==> images/pinout.png <==
Pins as bars across the die edge, other pins in gray.
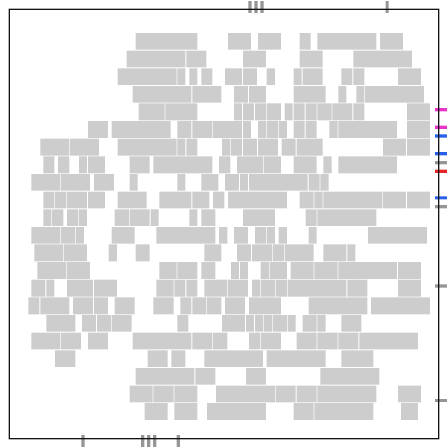
==> images/placed.png <==
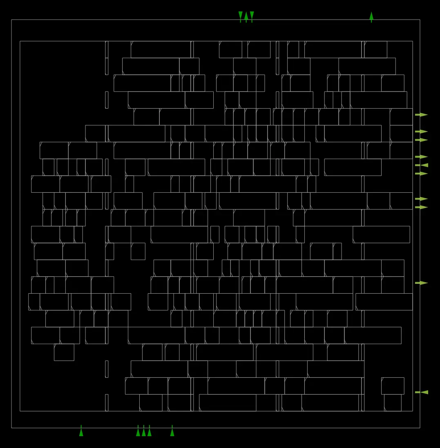
==> images/layers.png <==
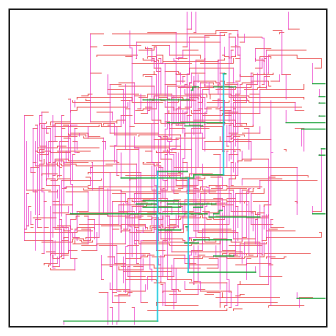
**config.mk**
```make
export PLATFORM = sky130hd
export DESIGN_NAME = lock_fsm
export DESIGN_NICKNAME = d
export VERILOG_FILES = /design/src/rtl/lock_fsm.sv
export SDC_FILE = /design/constraint.sdc
export NUM_CORES = 1
export LEC_CHECK = 0
export CORE_UTILIZATION = 50
export DETAILED_ROUTE_END_ITERATION = 8
export MAX_ROUTING_LAYER = met4
export PLACE_DENSITY_LB_ADDON = 0.25
export SETUP_SLACK_MARGIN = 0.5
export SYNTH_ARGS = -nofsm -noshare
export SYNTH_HDL_FRONTEND = slang
export SYNTH_SLANG_ARGS = --single-unit
```
**constraint.sdc**
```tcl
create_clock -name clkdiv -period 8.4 [get_ports clkdiv]
set_input_delay 1.68 -clock clkdiv [delete_from_list [all_inputs] [get_ports clkdiv]]
set_output_delay 1.68 -clock clkdiv [all_outputs]
set_load 0.005 [all_outputs]
```
**src/rtl/lock_fsm.sv**
```systemverilog
// Digital lock control FSM: collects a keypad code, compares it against CODE and drives the
// open window, wrong-code penalty and lockout, sequencing the external delay timer (timer1).
module lock_fsm #(
  parameter int unsigned CODE_LEN     = 4,
  parameter int unsigned DIGIT_W      = 4,
  parameter logic [CODE_LEN*DIGIT_W-1:0] CODE = 16'h1234,
  parameter int unsigned MAX_TRIES    = 3,
  parameter int unsigned LOCK_PERIODS = 4,
  parameter int unsigned TRY_W        = 2
) (
  input  logic               clkdiv,
  input  logic               reset,
  input  logic               key_valid,
  input  logic [DIGIT_W-1:0] key_digit,
  input  logic               relock,
  input  logic               t1in,
  output logic               t1en,
  output logic               t1out,
  output logic               unlocked,
  output logic               alarm,
  output logic               err,
  output logic [TRY_W-1:0]   tries,
  output logic [2:0]         state_o
);

  localparam int unsigned BufW = CODE_LEN * DIGIT_W;
  localparam int unsigned IdxW = $clog2(CODE_LEN + 1);
  localparam int unsigned LkW  = $clog2(LOCK_PERIODS + 1);

  typedef enum logic [2:0] {
    StIdle    = 3'd0,
    StEntry   = 3'd1,
    StCheck   = 3'd2,
    StOpen    = 3'd3,
    StFail    = 3'd4,
    StLockout = 3'd5
  } state_e;

  state_e            state_q, state_d;
  logic [BufW-1:0]   code_q, code_d;
  logic [IdxW-1:0]   idx_q, idx_d;
  logic [LkW-1:0]    lk_q, lk_d;
  logic [TRY_W-1:0]  tries_d;
  logic              err_d, restart, expired, timed_d, t1out_d;

  // The timer's expiry flag is stale during the clear cycle, so it only counts afterwards.
  assign expired = t1in & ~t1out;

  always_comb begin
    state_d = state_q;
    code_d  = code_q;
    idx_d   = idx_q;
    lk_d    = lk_q;
    tries_d = tries;
    err_d   = 1'b0;
    restart = 1'b0;
    case (state_q)
      StIdle: begin
        if (key_valid) begin
          code_d                    = '0;
          code_d[BufW-1 -: DIGIT_W] = key_digit;
          idx_d                     = IdxW'(1);
          state_d                   = StEntry;
        end
      end
      StEntry: begin
        if (key_valid) begin
          code_d[BufW - DIGIT_W * (int'(idx_q) + 1) +: DIGIT_W] = key_digit;
          if (idx_q == IdxW'(CODE_LEN - 1)) begin
            idx_d   = '0;
            err_d   = (code_d != CODE);
            state_d = StCheck;
          end else begin
            idx_d   = idx_q + IdxW'(1);
            restart = 1'b1;
          end
        end else if (expired) begin
          code_d  = '0;
          idx_d   = '0;
          state_d = StIdle;
        end
      end
      StCheck: begin
        code_d = '0;
        if (code_q == CODE) begin
          tries_d = '0;
          state_d = StOpen;
        end else begin
          tries_d = (tries == TRY_W'(MAX_TRIES)) ? tries : tries + TRY_W'(1);
          state_d = (tries_d == TRY_W'(MAX_TRIES)) ? StLockout : StFail;
        end
      end
      StOpen: begin
        if (relock || expired) state_d = StIdle;
      end
      StFail: begin
        if (expired) state_d = StIdle;
      end
      StLockout: begin
        if (expired) begin
          if (lk_q == LkW'(LOCK_PERIODS - 1)) begin
            lk_d    = '0;
            tries_d = '0;
            state_d = StIdle;
          end else begin
            lk_d    = lk_q + LkW'(1);
            restart = 1'b1;
          end
        end
      end
      default: begin
        code_d  = '0;
        idx_d   = '0;
        lk_d    = '0;
        state_d = StIdle;
      end
    endcase
  end

  // Timer is held in clear outside timed states and for the first cycle of every (re)start.
  assign timed_d = (state_d == StEntry) || (state_d == StOpen) ||
                   (state_d == StFail) || (state_d == StLockout);
  assign t1out_d = ~timed_d | restart | (state_d != state_q);

  always_ff @(posedge clkdiv or negedge reset) begin
    if (!reset) begin
      state_q  <= StIdle;
      code_q   <= '0;
      idx_q    <= '0;
      lk_q     <= '0;
      tries    <= '0;
      err      <= 1'b0;
      t1out    <= 1'b1;
      t1en     <= 1'b0;
      unlocked <= 1'b0;
      alarm    <= 1'b0;
    end else begin
      state_q  <= state_d;
      code_q   <= code_d;
      idx_q    <= idx_d;
      lk_q     <= lk_d;
      tries    <= tries_d;
      err      <= err_d;
      t1out    <= t1out_d;
      t1en     <= ~t1out_d;
      unlocked <= (state_d == StOpen);
      alarm    <= (state_d == StLockout);
    end
  end

  assign state_o = state_q;

endmodule

```
==> impl_metrics.env <==
# source this file to load flow results
export IMPL_io_pins=19
export IMPL_gp_congestion=0.870
export IMPL_min_from="code_q[8]"
export IMPL_slew_headroom_pct=40.3
export IMPL_clock_root_buffer="clkbuf_8"
export IMPL_die_w_um=66.0
export IMPL_max_cap_violations=0
export IMPL_crit_chain="ha_1 -> ha_1 -> nor2_1 -> a31oi_1 -> ha_1 -> nor3_1 -> and4_1 -> nand3_1 -> nor4b_1 -> a2bb2oi_1 -> a31oi_1"
export IMPL_async_reset_ff_share_pct=100
export IMPL_cp_max_fo=17
export IMPL_antenna_found_initial=0
export IMPL_clockBufferDepth=2
export IMPL_grt_pass1_wl_mm=7.71
export IMPL_vias=1737
export IMPL_ys_ff=32
export IMPL_use_met3_pct=4.83
export IMPL_die_area_mm2=0.00436
export IMPL_ys_seq_share_pct=39.1
export IMPL_hold_class="flop to flop"
export IMPL_p_leak_nw=0.999
export IMPL_syn_nets=235
export IMPL_yosys_area_mm2=0.00205
export IMPL_setup_viol=0
export IMPL_dieHeight_um=66.0
export IMPL_status="finished clean"
export IMPL_routedWlPerCell_um=16.0
export IMPL_critPathArrivalTime_ps=4080
export IMPL_num_antenna_cells=0
export IMPL_top_usage_layer="met2"
export IMPL_power_density_mw_per_mm2=300
export IMPL_cts_sinks=32
## Picture notes: pinout.png
Key: red = `alarm` [pins 1, direction output, edge right]; magenta = `tries` [pins 2, direction output, edge right]; blue = `state_o` [pins 3, direction output, edge right]

## Picture notes: placed.png
Post-Route Utilization: 61.7%
FP Rows: 22
Core Box Area: 0.00380 mm2

## Picture notes: layers.png
Key: red = M1 [wire length 2110 um]; magenta = M2 [wire length 2120 um]; cyan = M4 [wire length 72.1 um]; green = M3 [wire length 216 um]

-- synthesized netlist by cell type (3+ instances only) --
cell type | number | area, um2
a21boi_0 | 3 | 22.5
a21oi_1 | 7 | 35.0
a22o_1 | 14 | 123
a31oi_1 | 4 | 25.0
and4b_1 | 4 | 40.0
clkbuf_1 | 4 | 15.0
dfrtp_1 | 31 | 776
ha_1 | 11 | 138
inv_1 | 14 | 52.6
nand2_1 | 16 | 60.1
nand2b_1 | 5 | 31.3
nand3_1 | 9 | 45.0
nand4_1 | 4 | 25.0
nand4b_1 | 3 | 26.3
nor2_1 | 12 | 45.0
nor2b_1 | 4 | 25.0
nor4b_1 | 4 | 35.0
o21ai_0 | 11 | 55.1
o22ai_1 | 3 | 18.8
-- routing by layer --
metal	wire [um]	vias up
met3	215	7
li1	-	854
met2	2120	52
met4	72	0
met5	0	-
met1	2110	824
-- final cells by class --
type	instances	area [um2]	share of cell area, %
multi-input combinational	161	1150	49.0
sequential	32	802	34.2
timing repair buffer	19	188	8.01
clock buffer	6	82.6	3.52
tap	48	60.1	2.56
inverter	14	52.6	2.24
clock inverter	2	10.0	0.427
-- power breakdown --
part | leakage, nW | internal [mW] | switching (mW)
registers | 0.422 | 0.194 | 0.0488
clock network | 0.0510 | 0.0652 | 0.0554
logic | 0.526 | 0.157 | 0.184
total | 0.999 | 0.416 | 0.288
-- stage by stage --
step                instance area, um2  utilization, %  worst slack, ps
finish                            2340            61.7             4480
global route                      2340            61.7             4060
CTS                               2340            61.7             4510
detailed placement                2250            59.3             4510
global placement                  2250            59.3             4540
floorplan                         2050               -             5130
-- sequential cells by signal, indices dropped and copies added (netlist names) --
register	cells
alarm	1
code_q	16
err	1
idx_q	3
lk_q	3
state_o	3
t1en	1
t1out	1
tries	2
unlocked	1
Power is estimated from default activity; no workload was simulated.
